==> config.mk <==
export PLATFORM = sky130hd
export DESIGN_NAME = serial_frame_rx
export DESIGN_NICKNAME = d
export VERILOG_FILES = /design/src/rtl/serial_frame_pkg.sv /design/src/rtl/serial_sync2.sv /design/src/rtl/serial_frame_rx.sv
export SDC_FILE = /design/constraint.sdc
export NUM_CORES = 1
export LEC_CHECK = 0
export CELL_PAD_IN_SITES_DETAIL_PLACEMENT = 1
export CELL_PAD_IN_SITES_GLOBAL_PLACEMENT = 2
export CORE_MARGIN = 4
export CORE_UTILIZATION = 40
export CTS_CLUSTER_SIZE = 28
export DETAILED_ROUTE_END_ITERATION = 10
export PLACE_DENSITY_LB_ADDON = 0.08
export SYNTH_ARGS = -nofsm -noshare
export SYNTH_HDL_FRONTEND = slang
export SYNTH_HIERARCHICAL = 1
export SYNTH_SLANG_ARGS = --single-unit
==> constraint.sdc <==
create_clock -name clk -period 5.65 [get_ports clk]
set_input_delay 0.8475 -clock clk [delete_from_list [all_inputs] [get_ports clk]]
set_output_delay 0.8475 -clock clk [all_outputs]
set_load 0.02 [all_outputs]
Run 1, routing congestion:
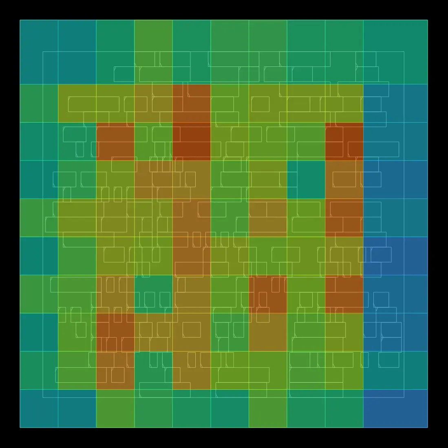
post-DR wirelength/cell: 16.2 microns
met1 usage: 21.5%
GRT Util Overall: 14.9%
M3 GR Usage: 3.69%
final core utilization: 50.1%

Run 1, M1 wires:
Supply wires on this layer in gray. Cells faint in the background.
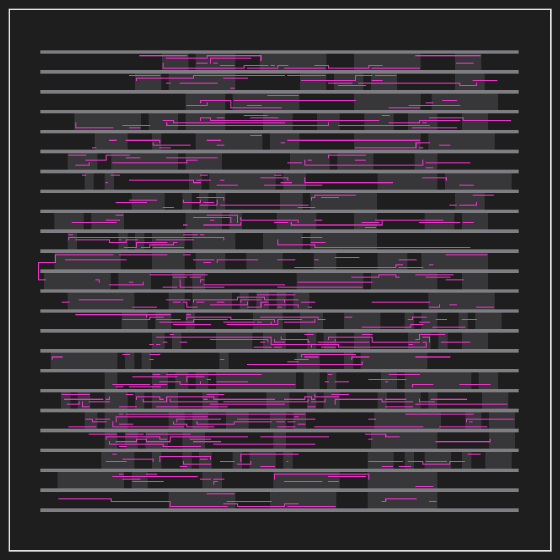
main direction	horizontal
share of all routed wire	49%
vias post-DR: 1169
drt total wl: 3.62 mm

Run 1, M2 wires:
Cells faint in the background.
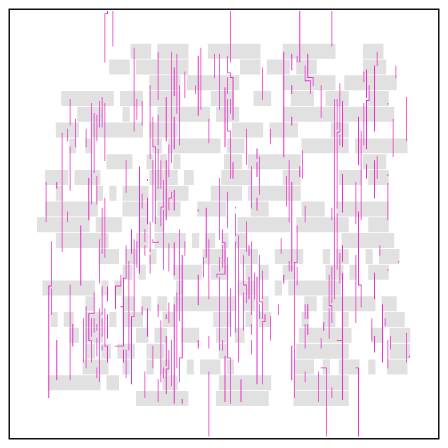
share of all routed wire	46%
main direction	vertical
met2 Use GR: 22.2%

==> qor.txt, run 1 <==
Outcome - finished clean
Log Warnings - 30
Core ar. - 0.00409 sq mm
Clock share of power - 30.8%
CP Data Arrival Time - 1.73 ns
Worst path bufs/invs - 1
Setup slack, reg-to-reg - 3.66 ns
Area fraction in mux cells - 13.6%
Worst Path Max Fanout - 13
Top routing layer in use - met4
Final nets - 184
Final Hold Fails - 0
Slew Limit Headroom - 71.4%
PD cells - 366 mW/mm^2
Slew Limit Fails - 0
Critical-path top delay cell - clkdlybuf4s50_1
Main flop type - dfrtp_1
Fin Setup TNS - 0 ns
Grt ovf - 0
Leak Pwr - 0.931 nW
Yosys Instances - 154
Fraction of registers with async set/reset - 100%
Max Clock Skew - 0.00527 ns
Syn nets - 166
Most frequent cells in the layout - dfrtp_1, clkdlybuf4s50_1, inv_1
Logic share of the area - 39.9%
Chip area - 0.00544 sq mm
Switching power - 243 uW
Gate power share - 25.9%
Max Buffers Root-to-Sink - 2
# Taps - 50
Share of cells above drive strength 1 - 15.6%
Max stage delay on crit path - 0.60 ns
Cts hold-fix bufs - 0
Overall power - 750 uW
Drt via density - 5.24
Seq_cells - 33
FA/HA/MAJ Cells, Area Fraction - 5.65%
Inverters excl. clock - 12
Worst-case reg-to-reg path depth - 5
Max-Cap Viols - 0
Boundary Pins - 18
Cts bufs inserted - 5
Fin crit period - 2.58 ns
Xor/xnor share - 5.87%
Logic cell area - 817 sq um
Hold Path Class - reg -> reg
Max VDD drop - 0.166 mV
CP Cell Sequence - nor2_1, nand2_1, clkdlybuf4s50_1
Most common logic cell in the routed design - dfrtp_1
Count of plain and timing-repair buffers - 18
Biggest consumer - sequential cells
Clk. pwr - 231 uW
DRT Pass-1 Iters - 4
Setup Crit Path Kind - reg -> out
First-pass GRT wire length - 6.15 mm
Cell area after synthesis - 0.00173 sq mm
Most Used Layer, Global Route - met2
FP Util - 42.3%
Clk root buf - clkbuf_8
Simple-Gate Fraction of Synth Area - 14.6%
Metal1 wirelength - 1.78 mm
Final instance area - 0.00205 sq mm
# DRC - 0
Signal buf overhead - 8.68%
Syn avg cell area - 11.2 sq um
Largest net degree at the start of global routing - 32
Syn Inst Count - 154
RSZ-0062 raised after global routing - false
CTS tree - built
Sequential logic power - 325 uW
Placed Cells - 215
Hold WS - 0.359 ns
Ys flops - 33
Final setup viols - 0
Insertion Delay late pin - 0.28 ns
EDFF count, synth - 0
Aoi share - 7.60%
HPWL Detailed - 2.61 mm
Comb power - 194 uW
Multi-input gates - 102
Port bufs - 17
H-tree depth - 2
Horiz. Die Dim - 73.7 microns
Clock network area share - 5.68%
DR WL met2 - 1.66 mm
Worst Hold Depth - 0
==> run 1: cells in the mapped netlist (2+ instances only) <==
library cell | number | share of area [%]
dfstp_2 | 2 | 3.0
or3_1 | 3 | 1.1
inv_1 | 12 | 2.6
nor2_1 | 10 | 2.2
xnor2_1 | 8 | 4.1
mux2_2 | 6 | 3.9
mux2_1 | 6 | 3.9
o221ai_1 | 3 | 1.5
buf_4 | 2 | 0.87
nand2_1 | 10 | 2.2
buf_2 | 3 | 0.87
dfrtp_1 | 31 | 45
o22ai_1 | 3 | 1.1
o21ai_0 | 6 | 1.7
nand3_1 | 6 | 1.7
mux2_4 | 6 | 5.2
nand2b_1 | 3 | 1.1
and2_1 | 3 | 1.1
a21oi_1 | 3 | 0.87
nor3_1 | 2 | 0.58
ha_1 | 7 | 5.1
--- run 2 (diff from run 1) ---
--- a/config.mk
+++ b/config.mk
@@ -8,7 +8,7 @@
 export CELL_PAD_IN_SITES_DETAIL_PLACEMENT = 1
 export CELL_PAD_IN_SITES_GLOBAL_PLACEMENT = 2
 export CORE_MARGIN = 4
-export CORE_UTILIZATION = 40
+export CORE_UTILIZATION = 33
 export CTS_CLUSTER_SIZE = 28
 export DETAILED_ROUTE_END_ITERATION = 10
 export PLACE_DENSITY_LB_ADDON = 0.08
==> constraint.sdc (replaced) <==
create_clock -name clk -period 2.3 [get_ports clk]
set_input_delay 0.345 -clock clk [delete_from_list [all_inputs] [get_ports clk]]
set_output_delay 0.345 -clock clk [all_outputs]
set_load 0.02 [all_outputs]
==> qor.txt, run 2 <==
Sequential logic power - 801 uW
Yosys warning tally - 6
Leak Pwr - 0.931 nW
Most frequent cells in the layout - dfrtp_1, clkdlybuf4s50_1, inv_1
Log Warnings - 30
Worst-case reg-to-reg path depth - 5
Synth area leader - dfrtp_1
Initial antenna violation count - 0
Post-cts resize count - 0
Distinct cells, synth - 40
Area grow syn2layout - 19.9%
Ys flops - 33
Main flop type - dfrtp_1
CP Cell Sequence - nor2_1, nand2_1, clkdlybuf4s50_1
Aoi share - 7.60%
Max VDD drop - 0.389 mV
Final instance area - 0.00207 sq mm
EDFF count, synth - 0
Comb area leader - simple AND/OR/NAND/NOR gates
H-tree depth - 2
PD cells - 894 mW/mm^2
Grt ovf - 0
Biggest consumer - sequential cells
Period utilisation layout - 91.3%
Post-synth seq share - 47.9%
Setup Crit Path Kind - reg -> out
Cell area after synthesis - 0.00173 sq mm
RSZ-0062 raised after global routing - false
Max-Cap Viols - 0
Placed Cells - 235
Horiz. Die Dim - 80.4 microns
Switching power - 608 uW
Sw Share - 32.8%
CP startpoint kind - flip-flop
Gate power share - 26.0%
Sequential Power Share - 43.2%
Max stage delay on crit path - 0.62 ns
Setup WS post-layout - 0.201 ns
Syn avg cell area - 11.2 sq um
Max Buffers Root-to-Sink - 2
HPWL Detailed - 2.63 mm
Largest net degree at the start of global routing - 32
Post-CTS Setup Bufs - 0
Syn nets - 166
Worst Hold Depth - 0
Insertion Delay late pin - 0.28 ns
DIE HEIGHT - 80.4 microns
Worst slew pin tran - 0.448 ns
Final setup viols - 0
Share of cells above drive strength 1 - 15.6%
Clock share of power - 30.8%
Slew Limit Fails - 0
Fraction of registers with async set/reset - 100%
Worst Path Max Fanout - 13
Final core utilization - 40.6%
GRT Util Overall - 13.7%
FMAX - 476 MHz
Top post-synthesis cells by count - dfrtp_1, inv_1, nand2_1, nor2_1, xnor2_1
Cts hold-fix bufs - 0
Clk root buf - clkbuf_8
Core ar. - 0.00511 sq mm
Clock slew seen by the registers of the worst setup and hold paths - 0.07 ns
Number of DRC violations after detailed-routing iteration 0 - 35
Cts bufs inserted - 5
Simple-Gate Fraction of Synth Area - 14.6%
Final Hold Fails - 0
Chip area - 0.00646 sq mm
Post-Place Cell Area - 0.00196 sq mm
Fin crit period - 2.10 ns
Vias in the first global route - 1348
Global placement routability congestion - 0.754
Worst path bufs/invs - 1
Clk. pwr - 571 uW
Setup slack, reg-to-reg - 0.29 ns
Slew Limit Headroom - 69.3%
FP Util - 33.8%
Hold Path Class - reg -> reg
Syn Inst Count - 154
Final nets - 184
Stages on worst setup path - 3
DRT Pass-1 Iters - 4
Clock sinks - 33
CP Data Arrival Time - 1.75 ns
Fin Setup TNS - 0 ns
Drt via density - 4.75
FA/HA/MAJ Cells, Area Fraction - 5.65%
Diodes inserted - 0
Vias post-DR - 1155
CTS tree - built
Yosys Chip Area - 0.00173 sq mm
Crit path DRT - 1.96 ns
Hold WS - 0.359 ns
CP endpoint kind - output port
Fill count - 573
Outcome - finished clean
Largest cells by area - dfrtp_1, mux2_4, ha_1
Post-DR wirelength/cell - 15.4 microns
Final antenna-violating net count - 0
Finished Layout Cells - 243
Critical-path top delay cell - dfrtp_1
Setup WS pre-CTS - 0.266 ns
Critical path's top delay family - flip-flops
Max Clock Skew - 0.00784 ns
Overall power - 1.85 mW
Core Rows - 26
Top cell area share - 44.9%
Drt total wl - 3.75 mm
P_int - 1.25 mW
First-pass GRT wire length - 6.75 mm
# DRC - 0
Most common logic cell in the routed design - dfrtp_1
Cell with the most instances after synthesis - dfrtp_1
Area fraction in mux cells - 13.6%
Xor/xnor share - 5.87%
Yosys Instances - 154
Comb power - 481 uW
-- run 2: cell counts after synthesis --
Identical to the previous run, type by type.
-- run 2: cell type report --
cell class | instances | area (sq um) | share of cell area [%]
Clock buffer | 7 | 86.3 | 4.17
Clock inverter | 1 | 30.0 | 1.45
Inverter | 12 | 45.0 | 2.17
Multi-Input combinational cell | 102 | 817 | 39.4
Sequential cell | 33 | 828 | 40.0
Tap cell | 70 | 87.6 | 4.23
Timing Repair Buffer | 18 | 178 | 8.57
-- run 2: layer usage --
layer / share of wire (%) / track usage, % / up-vias / wire length [microns]
met5: 0 / 0 / - / 0
met4: 1.6 / 5.91 / 0 / 59
met3: 3.1 / 2.91 / 7 / 118
met2: 45 / 20.8 / 17 / 1690
met1: 50 / 18.6 / 561 / 1890
li1: - / - / 570 / -
Run 2, port wiring:
Scale bar: 20 microns.
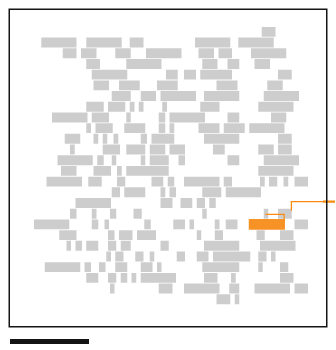
port	color	bits	direction	end cells	buffers	wire
`frame_err`	orange	1	output	1	1	16.7 microns
port bufs: 17
Boundary Pins: 18

Power and IR drop assume default switching activity.
